Fig. 1: placement density heat map
8 x 12 tiles, from white (low) to dark blue (high), 0 to 100% covered.
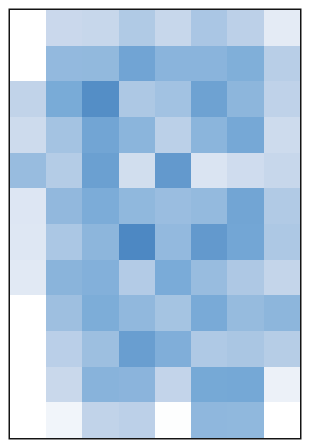
Fig. 2: M1 wires
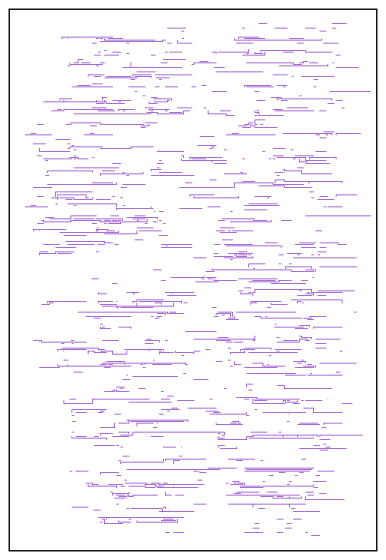
Fig. 3: met2 routing
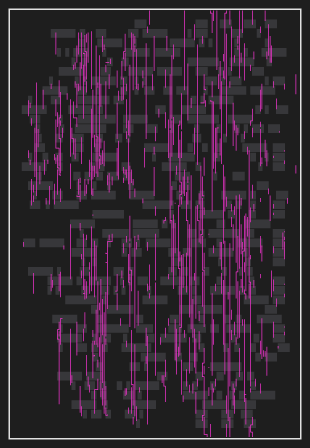
`src/rtl/alu_input_sequencer_pkg.sv`:
```
// Shared types and constants for the ALU front-end sequencer.
//  seq_state_t : sequencer FSM states, value equals the state_o LED code
//  OP_*        : 4-bit ALU op codes as set on {SW1,SW0,PB3,PB2}
package alu_io_pkg;

   typedef enum logic [2:0] {
      LOAD_A = 3'd0,
      LOAD_B = 3'd1,
      LOAD_F = 3'd2,
      EXEC   = 3'd3,
      SHOW   = 3'd4
   } seq_state_t;

   localparam logic [3:0] OP_ADD = 4'b0000;
   localparam logic [3:0] OP_SUB = 4'b0001;
   localparam logic [3:0] OP_MUL = 4'b0100;
   localparam logic [3:0] OP_DIV = 4'b0101;
   localparam logic [3:0] OP_MOD = 4'b0110;
   localparam logic [3:0] OP_AND = 4'b1000;
   localparam logic [3:0] OP_OR  = 4'b1001;
   localparam logic [3:0] OP_XOR = 4'b1010;
   localparam logic [3:0] OP_SHL = 4'b1100;
   localparam logic [3:0] OP_SHR = 4'b1101;

endpackage

```
`src/rtl/alu_input_sequencer_if.sv`:
```
// Board/ALU-side bus of the sequencer.
//  master : the sequencer (reads switches and ALU outputs, drives operands and display)
//  slave  : the board switches plus the ALU (drive sw/op_sw/alu_r/alu_cnvz)
interface alu_input_sequencer_if #(
   parameter int unsigned M = 4
);
   logic [M-1:0] sw;
   logic [3:0]   op_sw;
   logic [M-1:0] alu_a;
   logic [M-1:0] alu_b;
   logic [3:0]   alu_f;
   logic [M-1:0] alu_r;
   logic [3:0]   alu_cnvz;
   logic [M-1:0] res_r;
   logic [3:0]   res_cnvz;
   logic         res_valid;
   logic [2:0]   state_o;

   modport master (
      input  sw, op_sw, alu_r, alu_cnvz,
      output alu_a, alu_b, alu_f, res_r, res_cnvz, res_valid, state_o
   );

   modport slave (
      output sw, op_sw, alu_r, alu_cnvz,
      input  alu_a, alu_b, alu_f, res_r, res_cnvz, res_valid, state_o
   );
endinterface

```
`src/rtl/alu_input_sequencer_btn_debounce.sv`:
```
// Push-button conditioner: 2-flop synchroniser, stability counter and press pulse.
//  clk, rst_n : system clock, synchronous active-low reset
//  btn_n      : raw active-low button, asynchronous to clk
//  press_p    : one-cycle pulse when a press (released->pressed) is accepted
// A level is accepted once the synchronised input has differed from the accepted
// level for DEB_CYCLES consecutive cycles; press-to-pulse latency is 2 + DEB_CYCLES.
module btn_debounce #(
   parameter int unsigned DEB_CYCLES = 50000
) (
   input  logic clk,
   input  logic rst_n,
   input  logic btn_n,
   output logic press_p
);
   localparam int unsigned     CNT_W    = $clog2(DEB_CYCLES + 1);
   localparam logic [CNT_W-1:0] CNT_LAST = CNT_W'(DEB_CYCLES - 1);

   logic [1:0]       sync_q, sync_d;
   logic             lvl_q, lvl_d;     // accepted level, 1 = released
   logic [CNT_W-1:0] cnt_q, cnt_d;
   logic             armed_q, armed_d; // a release has been seen since reset
   logic             raw_s;

   assign raw_s = sync_q[1];

   always_comb begin
      sync_d  = {sync_q[0], btn_n};
      lvl_d   = lvl_q;
      cnt_d   = '0;
      armed_d = armed_q | raw_s;
      press_p = 1'b0;
      if (raw_s != lvl_q) begin
         if (cnt_q == CNT_LAST) begin
            lvl_d   = raw_s;
            // A button held through reset is accepted as pressed silently;
            // only a press following an observed release produces a pulse.
            press_p = armed_q & ~raw_s;
         end else begin
            cnt_d = cnt_q + 1'b1;
         end
      end
   end

   // The synchroniser keeps sampling through reset so that armed reflects the
   // real button level as soon as reset is released.
   always_ff @(posedge clk) begin
      sync_q <= sync_d;
   end

   always_ff @(posedge clk) begin
      if (!rst_n) begin
         lvl_q   <= 1'b1;
         cnt_q   <= '0;
         armed_q <= 1'b0;
      end else begin
         lvl_q   <= lvl_d;
         cnt_q   <= cnt_d;
         armed_q <= armed_d;
      end
   end
endmodule

```
`src/rtl/alu_input_sequencer.sv`:
```
// ALU front-end: loads A, B and F from switches on debounced presses, drives them
// to the ALU and latches the ALU result and flags for display.
//  clk, rst_n             : system clock, synchronous active-low reset
//  btn_next_n, btn_clr_n  : raw active-low buttons (load/advance, clear)
//  bus (master)           : sw/op_sw in, alu_a/b/f out, alu_r/alu_cnvz in,
//                           res_r/res_cnvz/res_valid/state_o out
module alu_input_sequencer
   import alu_io_pkg::*;
#(
   parameter int unsigned M          = 4,
   parameter int unsigned DEB_CYCLES = 50000
) (
   input  logic                    clk,
   input  logic                    rst_n,
   input  logic                    btn_next_n,
   input  logic                    btn_clr_n,
   alu_input_sequencer_if.master   bus
);
   logic next_p, clr_p;

   btn_debounce #(.DEB_CYCLES(DEB_CYCLES)) u_deb_next (
      .clk     (clk),
      .rst_n   (rst_n),
      .btn_n   (btn_next_n),
      .press_p (next_p)
   );

   btn_debounce #(.DEB_CYCLES(DEB_CYCLES)) u_deb_clr (
      .clk     (clk),
      .rst_n   (rst_n),
      .btn_n   (btn_clr_n),
      .press_p (clr_p)
   );

   seq_state_t   state_q, state_d;
   logic [M-1:0] a_q, a_d, b_q, b_d, r_q, r_d;
   logic [3:0]   f_q, f_d, cnvz_q, cnvz_d;
   logic         valid_q, valid_d;

   always_comb begin
      state_d = state_q;
      a_d     = a_q;
      b_d     = b_q;
      f_d     = f_q;
      r_d     = r_q;
      cnvz_d  = cnvz_q;
      valid_d = valid_q;
      if (clr_p) begin
         // Clear has priority; a coincident next_p is dropped.
         state_d = LOAD_A;
         a_d     = '0;
         b_d     = '0;
         f_d     = '0;
         r_d     = '0;
         cnvz_d  = '0;
         valid_d = 1'b0;
      end else begin
         unique case (state_q)
            LOAD_A: if (next_p) begin a_d = bus.sw;    state_d = LOAD_B; end
            LOAD_B: if (next_p) begin b_d = bus.sw;    state_d = LOAD_F; end
            LOAD_F: if (next_p) begin f_d = bus.op_sw; state_d = EXEC;   end
            // alu_f was registered last cycle, so the ALU output has settled.
            EXEC: begin
               r_d     = bus.alu_r;
               cnvz_d  = bus.alu_cnvz;
               valid_d = 1'b1;
               state_d = SHOW;
            end
            SHOW: if (next_p) begin valid_d = 1'b0; state_d = LOAD_A; end
            default: state_d = LOAD_A;
         endcase
      end
   end

   always_ff @(posedge clk) begin
      if (!rst_n) begin
         state_q <= LOAD_A;
         a_q     <= '0;
         b_q     <= '0;
         f_q     <= '0;
         r_q     <= '0;
         cnvz_q  <= '0;
         valid_q <= 1'b0;
      end else begin
         state_q <= state_d;
         a_q     <= a_d;
         b_q     <= b_d;
         f_q     <= f_d;
         r_q     <= r_d;
         cnvz_q  <= cnvz_d;
         valid_q <= valid_d;
      end
   end

   assign bus.alu_a     = a_q;
   assign bus.alu_b     = b_q;
   assign bus.alu_f     = f_q;
   assign bus.res_r     = r_q;
   assign bus.res_cnvz  = cnvz_q;
   assign bus.res_valid = valid_q;
   assign bus.state_o   = state_q;
endmodule

```
`src/flat_wrapper.sv`:
```
// flat-port wrapper written by rule: the top's interface ports become plain ports
module alu_input_sequencer_flat import alu_io_pkg::*;
#(
   parameter int unsigned M          = 4,
   parameter int unsigned DEB_CYCLES = 50000
)
  (clk, rst_n, btn_next_n, btn_clr_n, bus_sw, bus_op_sw, bus_alu_r, bus_alu_cnvz, bus_alu_a, bus_alu_b, bus_alu_f, bus_res_r, bus_res_cnvz, bus_res_valid, bus_state_o);
  alu_input_sequencer_if #(.M(M)) bus_i ();
  input  logic clk;
  input  logic rst_n;
  input  logic btn_next_n;
  input  logic btn_clr_n;
  input wire logic [$bits(bus_i.sw)-1:0] bus_sw;
  input wire logic [$bits(bus_i.op_sw)-1:0] bus_op_sw;
  input wire logic [$bits(bus_i.alu_r)-1:0] bus_alu_r;
  input wire logic [$bits(bus_i.alu_cnvz)-1:0] bus_alu_cnvz;
  output wire logic [$bits(bus_i.alu_a)-1:0] bus_alu_a;
  output wire logic [$bits(bus_i.alu_b)-1:0] bus_alu_b;
  output wire logic [$bits(bus_i.alu_f)-1:0] bus_alu_f;
  output wire logic [$bits(bus_i.res_r)-1:0] bus_res_r;
  output wire logic [$bits(bus_i.res_cnvz)-1:0] bus_res_cnvz;
  output wire logic [$bits(bus_i.res_valid)-1:0] bus_res_valid;
  output wire logic [$bits(bus_i.state_o)-1:0] bus_state_o;
  assign bus_i.sw = bus_sw;
  assign bus_i.op_sw = bus_op_sw;
  assign bus_i.alu_r = bus_alu_r;
  assign bus_i.alu_cnvz = bus_alu_cnvz;
  assign bus_alu_a = bus_i.alu_a;
  assign bus_alu_b = bus_i.alu_b;
  assign bus_alu_f = bus_i.alu_f;
  assign bus_res_r = bus_i.res_r;
  assign bus_res_cnvz = bus_i.res_cnvz;
  assign bus_res_valid = bus_i.res_valid;
  assign bus_state_o = bus_i.state_o;
  alu_input_sequencer #(.M(M), .DEB_CYCLES(DEB_CYCLES)) u_core (.clk(clk), .rst_n(rst_n), .btn_next_n(btn_next_n), .btn_clr_n(btn_clr_n), .bus(bus_i));
endmodule
```
`config.mk`:
```
export PLATFORM = sky130hd
export DESIGN_NAME = alu_input_sequencer_flat
export DESIGN_NICKNAME = d
export VERILOG_FILES = /design/src/rtl/alu_input_sequencer_pkg.sv /design/src/rtl/alu_input_sequencer_if.sv /design/src/rtl/alu_input_sequencer_btn_debounce.sv /design/src/rtl/alu_input_sequencer.sv /design/src/flat_wrapper.sv
export SDC_FILE = /design/constraint.sdc
export NUM_CORES = 1
export LEC_CHECK = 0
export ABC_CLOCK_PERIOD_IN_PS = 2200
export CAP_MARGIN = 15
export CELL_PAD_IN_SITES_DETAIL_PLACEMENT = 1
export CELL_PAD_IN_SITES_GLOBAL_PLACEMENT = 2
export CORE_ASPECT_RATIO = 1.5
export CORE_MARGIN = 2
export CORE_UTILIZATION = 28
export CTS_CLUSTER_DIAMETER = 100
export CTS_CLUSTER_SIZE = 12
export DETAILED_ROUTE_END_ITERATION = 12
export GPL_TIMING_DRIVEN = 0
export HOLD_SLACK_MARGIN = 0.02
export PLACE_DENSITY_LB_ADDON = 0.1
export SLEW_MARGIN = 20
export SYNTH_ARGS = -nofsm -noshare
export SYNTH_HDL_FRONTEND = slang
export SYNTH_SLANG_ARGS = --single-unit
```
`constraint.sdc`:
```
create_clock -name clk -period 2.2 [get_ports clk]
set_clock_uncertainty 0.15 [all_clocks]
set_input_delay 0.44 -clock clk [delete_from_list [all_inputs] [get_ports clk]]
set_output_delay 0.44 -clock clk [all_outputs]
set_load 0.03 [all_outputs]
```
==> notes.md <==
run results: status complete, no violations, yosys simple share 0.2798, Non-CTS inverters 8, clkbuf count 10, PwrDens ~730 nW/µm², Final TNS setup 0 ps, worst setup path endpoint u_core.bus.state_o[2], Logic area 1345 µm², Final Power about 0.0026 W, Max Cap Viol 0, Setup Viol. Count Final 0, M3 GR Usage 0.04573, top layer in use met4, Synth warnings 0, Clock Latency Late Sink 330 ps, CTS Buf Count 9, number of stages on the worst setup path 5, first-pass GRT wire length 11440 µm, f_max between 400 and 500 MHz, R2R Setup Slk ~3.7 ps, Final Cycle Share 0.9983, Post-synth regs 64, comb pwr 0.0000821 W, die width 82.85 µm, final hold violation count 0, Min Hold Slack 179.6 ps, hold_sp u_core.u_deb_clr.sync_q[0], sequential portion of the cell area 0.3566, flop count 64, r2r worst-path depth 5, Area after DPL 3186 µm², post-CTS sizing 21, share of cells above drive strength 1 0.1267, switching power 0.0005638 W, worst slew pin tran 710.3 ps, mux frac, synth 0.003833, PortBufs between 40 and 50, register area 1289 µm², Site Rows 43, worst hold path depth 0, I/O pin count ~44, Slew headroom 0.5254, DR DRC count 0, Main synth FF type dfxtp_1, dominant kind of cell combinational gates, Avg Synthesized Cell Area between 8 and 9 µm², critical setup path kind register to register, crit path DRT 2240 ps, cell-internal power 0.002082 W, Crit path max-delay family simple AND/OR/NAND/NOR gates, Commonest cells post-synth dfxtp_1, nor2_1, nand2_1, pin count of the biggest net entering global routing 12, initial antenna violation count 0, fin. max-slew vios 0, worst min path class register to register, Regs by FF count u_core.u_deb_clr.cnt_q: 16 flops, u_core.u_deb_next.cnt_q: 16 flops, # Taps 112, final cell count without fillers 475, yosys xor share 0.09391, Commonest Layout Cell dfxtp_1, Clock Sinks 64, Slowest cell on crit path or4_4, Critical Path Fanout Max 10, cell taking the most area after synthesis dfxtp_1, clk tree area frac 0.07999, crit path DAT 2230 ps, Top pwr grp the clock network, crit end category register, sequential power share 0.445, adder share 0.009583, Layout area overhead 38.38%
Notes on Fig. 1 above:
fullest tile = 64%
emptiest ninth of the die = south-west
densest ninth of the die = centre
nearly empty tiles = 8.3%
Starting Density: 0.2855
final core occ: 0.3951
CORE AREA: 9146 µm²

Notes on Fig. 2 above:
wire length on this layer = 2830 µm
longest straight run = 21.2 µm
routed via count: 2299
DRT Wirelength: 6557 µm
grt met1 use: 0.1550

Notes on Fig. 3 above:
nets with wire on the layer = 334
share of all routed wire = 51%
wire length on this layer = 3340 µm
longest straight run = 43.9 µm
grt met2 use: 0.2465

Power figures rest on the tool's default switching activity, not on a simulated workload.
